File: src/rtl/alu_seq_pkg.sv
// Shared types, limits and helpers for the ALU test sequencer.
package alu_seq_pkg;

  typedef enum logic [2:0] {
    S_IDLE  = 3'd0,
    S_FETCH = 3'd1,
    S_ISSUE = 3'd2,
    S_WAIT  = 3'd3,
    S_CHECK = 3'd4,
    S_DONE  = 3'd5
  } seq_state_t;

  localparam int WIDTH_MIN  = 1;
  localparam int WIDTH_MAX  = 1024;
  localparam int WIDTH_WARN = 256;
  localparam int SETS_MIN   = 1;
  localparam int SETS_MAX   = 1000;
  localparam int SETS_WARN  = 500;

  // Counter width able to hold 0..sets. All-ones is then never a valid
  // vector index (max index is sets-1 <= 2**cw-2), so it can act as "none".
  function automatic int cnt_width(input int sets);
    return $clog2(sets + 1);
  endfunction

endpackage

File: src/rtl/alu_seq_scoreboard.sv
// Pass/fail tally and first-failure capture for one sequencer run.
module alu_seq_scoreboard #(
  parameter int CW = 5
) (
  input  logic          clk,
  input  logic          rst,
  input  logic          clear,
  input  logic          check_en,
  input  logic          match,
  input  logic [CW-1:0] idx,
  output logic [CW-1:0] pass_cnt,
  output logic [CW-1:0] fail_cnt,
  output logic [CW-1:0] first_fail
);

  // Count one result per check strobe; remember the index of the earliest failure.
  always_ff @(posedge clk) begin
    if (rst || clear) begin
      pass_cnt   <= '0;
      fail_cnt   <= '0;
      first_fail <= '1;
    end else if (check_en) begin
      if (match) begin
        pass_cnt <= pass_cnt + 1'b1;
      end else begin
        fail_cnt <= fail_cnt + 1'b1;
        if (first_fail == '1) begin
          first_fail <= idx;
        end
      end
    end
  end

endmodule

File: src/rtl/alu_test_sequencer.sv
// Walks a run of test vectors through an external ALU and scores the results.
//
// state   | meaning
// --------+-----------------------------------------------------------
// S_IDLE  | after reset, waiting for start
// S_FETCH | vec_ready high, waiting for the source to present a vector
// S_ISSUE | one-cycle alu_req with the captured operands
// S_WAIT  | waiting for alu_ack, bounded by TIMEOUT cycles
// S_CHECK | one cycle: score the result, advance idx
// S_DONE  | run complete, results held until the next start
module alu_test_sequencer
  import alu_seq_pkg::*;
#(
  parameter int WIDTH   = 8,
  parameter int SETS    = 16,
  parameter int OPW     = 4,
  parameter int TIMEOUT = 64,
  localparam int CW     = cnt_width(SETS)
) (
  input  logic             clk,
  input  logic             rst,
  input  logic             start,
  input  logic             vec_valid,
  output logic             vec_ready,
  input  logic [WIDTH-1:0] vec_a,
  input  logic [WIDTH-1:0] vec_b,
  input  logic [OPW-1:0]   vec_op,
  input  logic [WIDTH-1:0] vec_exp,
  output logic             alu_req,
  output logic [WIDTH-1:0] alu_a,
  output logic [WIDTH-1:0] alu_b,
  output logic [OPW-1:0]   alu_op,
  input  logic             alu_ack,
  input  logic [WIDTH-1:0] alu_res,
  output logic             busy,
  output logic             done,
  output logic [CW-1:0]    pass_cnt,
  output logic [CW-1:0]    fail_cnt,
  output logic [CW-1:0]    first_fail,
  output logic             timeout_flag
);

  localparam int TW = (TIMEOUT > 1) ? $clog2(TIMEOUT) : 1;

  if (WIDTH < WIDTH_MIN || WIDTH > WIDTH_MAX) begin : g_width_range
    $error("alu_test_sequencer: WIDTH=%0d outside %0d..%0d", WIDTH, WIDTH_MIN, WIDTH_MAX);
  end else if (WIDTH > WIDTH_WARN) begin : g_width_large
    $warning("alu_test_sequencer: WIDTH=%0d above %0d", WIDTH, WIDTH_WARN);
  end

  if (SETS < SETS_MIN || SETS > SETS_MAX) begin : g_sets_range
    $error("alu_test_sequencer: SETS=%0d outside %0d..%0d", SETS, SETS_MIN, SETS_MAX);
  end else if (SETS > SETS_WARN) begin : g_sets_large
    $warning("alu_test_sequencer: SETS=%0d above %0d", SETS, SETS_WARN);
  end

  if (TIMEOUT < 1) begin : g_timeout_range
    $error("alu_test_sequencer: TIMEOUT=%0d must be at least 1", TIMEOUT);
  end

  seq_state_t       state;
  logic [WIDTH-1:0] exp_q;
  logic [WIDTH-1:0] res_q;
  logic             timed_out;
  logic [TW-1:0]    wait_cnt;
  logic [CW-1:0]    idx;

  logic check_en;
  logic match;
  logic run_clear;

  // alu_a/b/op double as the captured vector, so they stay put until the next fetch.
  always_ff @(posedge clk) begin
    if (rst) begin
      state        <= S_IDLE;
      busy         <= 1'b0;
      done         <= 1'b0;
      vec_ready    <= 1'b0;
      alu_req      <= 1'b0;
      alu_a        <= '0;
      alu_b        <= '0;
      alu_op       <= '0;
      exp_q        <= '0;
      res_q        <= '0;
      timed_out    <= 1'b0;
      timeout_flag <= 1'b0;
      wait_cnt     <= '0;
      idx          <= '0;
    end else begin
      case (state)
        S_IDLE, S_DONE: begin
          if (start) begin
            state        <= S_FETCH;
            busy         <= 1'b1;
            done         <= 1'b0;
            vec_ready    <= 1'b1;
            timeout_flag <= 1'b0;
            idx          <= '0;
          end
        end
        S_FETCH: begin
          if (vec_valid && vec_ready) begin
            alu_a     <= vec_a;
            alu_b     <= vec_b;
            alu_op    <= vec_op;
            exp_q     <= vec_exp;
            vec_ready <= 1'b0;
            alu_req   <= 1'b1;
            state     <= S_ISSUE;
          end
        end
        S_ISSUE: begin
          alu_req   <= 1'b0;
          wait_cnt  <= '0;
          timed_out <= 1'b0;
          state     <= S_WAIT;
        end
        S_WAIT: begin
          // An ack on the final wait cycle still counts as a response.
          if (alu_ack) begin
            res_q <= alu_res;
            state <= S_CHECK;
          end else if (wait_cnt == TW'(TIMEOUT - 1)) begin
            timed_out    <= 1'b1;
            timeout_flag <= 1'b1;
            state        <= S_CHECK;
          end else begin
            wait_cnt <= wait_cnt + 1'b1;
          end
        end
        S_CHECK: begin
          idx <= idx + 1'b1;
          if (idx == CW'(SETS - 1)) begin
            state <= S_DONE;
            busy  <= 1'b0;
            done  <= 1'b1;
          end else begin
            state     <= S_FETCH;
            vec_ready <= 1'b1;
          end
        end
        default: state <= S_IDLE;
      endcase
    end
  end

  // A timed-out vector fails regardless of whatever stale value sits in res_q.
  always_comb begin
    check_en  = (state == S_CHECK);
    match     = !timed_out && (res_q == exp_q);
    run_clear = start && ((state == S_IDLE) || (state == S_DONE));
  end

  alu_seq_scoreboard #(
    .CW(CW)
  ) u_scoreboard (
    .clk       (clk),
    .rst       (rst),
    .clear     (run_clear),
    .check_en  (check_en),
    .match     (match),
    .idx       (idx),
    .pass_cnt  (pass_cnt),
    .fail_cnt  (fail_cnt),
    .first_fail(first_fail)
  );

endmodule

File: config.mk
export PLATFORM = sky130hd
export DESIGN_NAME = alu_test_sequencer
export DESIGN_NICKNAME = d
export VERILOG_FILES = /design/src/rtl/alu_seq_pkg.sv /design/src/rtl/alu_seq_scoreboard.sv /design/src/rtl/alu_test_sequencer.sv
export SDC_FILE = /design/constraint.sdc
export NUM_CORES = 1
export LEC_CHECK = 0
export CAP_MARGIN = 10
export CORE_MARGIN = 2
export CORE_UTILIZATION = 52
export CTS_CLUSTER_SIZE = 25
export DETAILED_ROUTE_END_ITERATION = 16
export PLACE_DENSITY = 0.89
export SYNTH_ARGS = -nofsm -noshare
export SYNTH_HDL_FRONTEND = slang
export SYNTH_SLANG_ARGS = --single-unit
File: constraint.sdc
create_clock -name clk -period 4.1 [get_ports clk]
set_clock_uncertainty 0.15 [all_clocks]
set_input_delay 0.41 -clock clk [delete_from_list [all_inputs] [get_ports clk]]
set_output_delay 0.41 -clock clk [all_outputs]
set_load 0.05 [all_outputs]
**Signal wires by layer**

The bar under the picture is 20 um long.
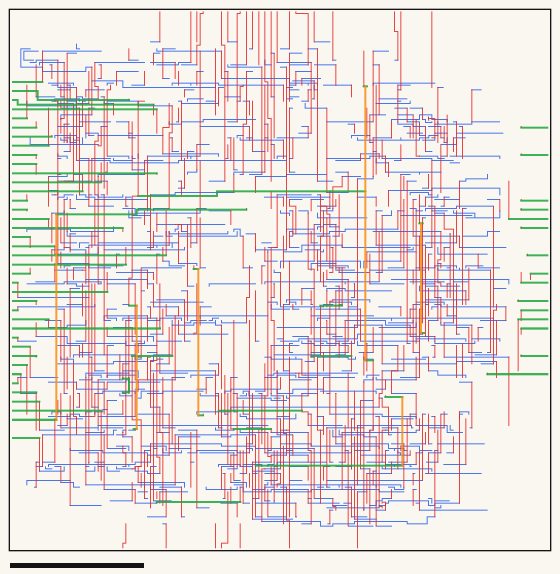
red -> met2  # wire length 3260 um
orange -> met4  # wire length 138 um
blue -> met1  # wire length 2920 um
green -> met3  # wire length 504 um
Total Wirelength: 6810 um
vias: 2739
average routed wire per standard cell: 13.3 um
GR Util All Layers: 0.226

**Cell density map**

8 x 8 tiles, from dark blue (low) to red (high), 0 to 100% covered.
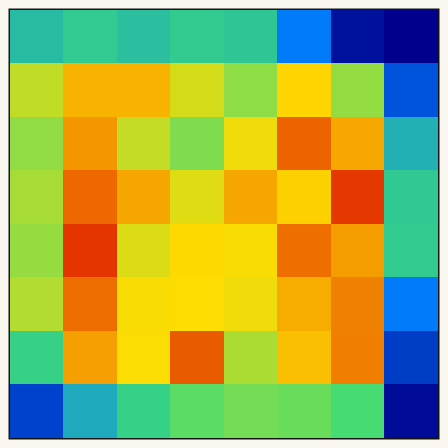
nearly empty tiles = 1.6%
mean over tiles = 61%
fullest tile = 94%

**Track usage over the die**

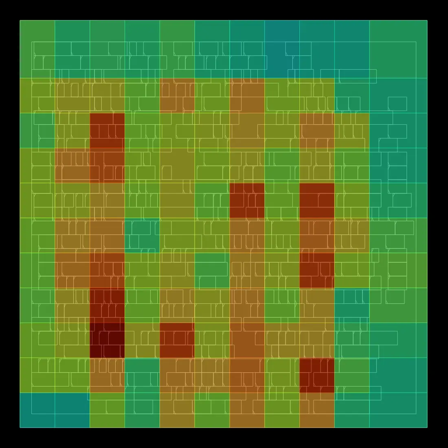
met1 track demand over resource in global routing: 0.273
global-route layer with the greatest usage: met2
core utilization of the finished layout: 0.727
global-route met2 utilization: 0.357

==> run summary <==
Implementation numbers.

- The flow ran to the end, and the final reports show no timing, DRC or antenna violations.
- The detailed router put a total of 2920 um of wire on met1.
- The number of buffers inserted by port buffering is 80.
- The fill cell instance count of the final layout is 429.
- In the detailed route, the total length drawn on met2 is 3260 um.
- The worst-margin pin slew is 1.04 ns.
- For the worst setup path, the data arrival time is 2.52 ns.
- In this run the cell area of the synthesized design comes to 3040 um^2.
- The multi-input gate share of total cell area is 0.361.
- The routed design uses 503 um of met3 wire.
- Across the run, the number of max-cap violations was 0.
- Per the synthesis report, the dominant area consumer among library cells is dfxtp_1.
- CTS saw 71 sinks.
- Looking at the clock tree report, the H-tree level count equals 3.
- The dominant combinational cell family by area after synthesis is simple AND/OR/NAND/NOR gates.
- Setup slack closes at 1.69 ns.
- For this run, the post-layout net count is 480.
- The global route stage reports its total congestion overflow as 0.
- The layout contains a multi-input combinational cell count of 262.
- The launch point of the worst reg-to-reg path is state[0].
- The critical-path cell with the highest stage delay is and2_1.
- The first detailed-routing pass ran for 4 iterations.
- After detailed routing, the number of vias per cell comes to 5.36.
- The highest supply drop recorded on VDD is 226 uV.
- The number of placement rows is 27.
- Entering global routing, the biggest net connects 53 pins.
- The longest clock path from root to sink contains 2 buffers.
- Looking at the reg2reg group, the worst path ends at exp_q[0].
- After the first detailed-routing iteration, the DRC count stood at 155.
- Synthesis produced a netlist whose cell count is 363.
- The critical-path maximum fanout is 28.
- The highest routed metal layer is met4.
- In the final layout, excluding clock inverters the inverter count is 9.
- In the final layout, the multi-input gates occupy 1460 um^2.
- The dominant kind of cell by area is logic gates.
- For this run the top cell type by instance count after synthesis was nand2_1.
- Following the worst setup path forward leads to its endpoint at exp_q[0].
- The final count of hold timing violations is 0.
- The core box area is 5570 um^2.
- Of the total synthesized cell area, the portion taken by full adders, half adders and majority gates is 0.0206.
- Once placement completed, the tool counted placed cells totaling 495.
- In this run, post-CTS repair resized a total of 0 instances.
- The number of buffers and inverters on the critical path is 0.
- In this run, synthesis produced a sequential element count of 71.
- Setup slack on the worst reg-to-reg path comes out at 1.69 ns.
## flip-flops by register name, indices dropped and copies added, names as in the netlist, 3 cells and up
signal,cells
u_scoreboard.fail_cnt,5
idx,5
wait_cnt,6
exp_q,8
res_q,8
alu_a,8
u_scoreboard.pass_cnt,5
alu_op,4
alu_b,8
u_scoreboard.first_fail,5
state,3
## power by group
part	total [mW]	switching, mW	internal, mW
sequential	0.731	0.0239	0.707
clock	0.668	0.264	0.403
combinational	0.205	0.119	0.0861
total	1.60	0.407	1.20
## through the flow
stage / power, mW / area (um^2) / util
6_report: 1.60 / 4050 / 0.727
3_5_place_dp: 0.952 / 3820 / 0.685
2_1_floorplan: 0.879 / 3040 / -
3_3_place_gp: 0.947 / 3820 / 0.685
4_1_cts: 1.61 / 4050 / 0.727
5_1_grt: 1.66 / 4050 / 0.727
Power is estimated from default activity; no workload was simulated.
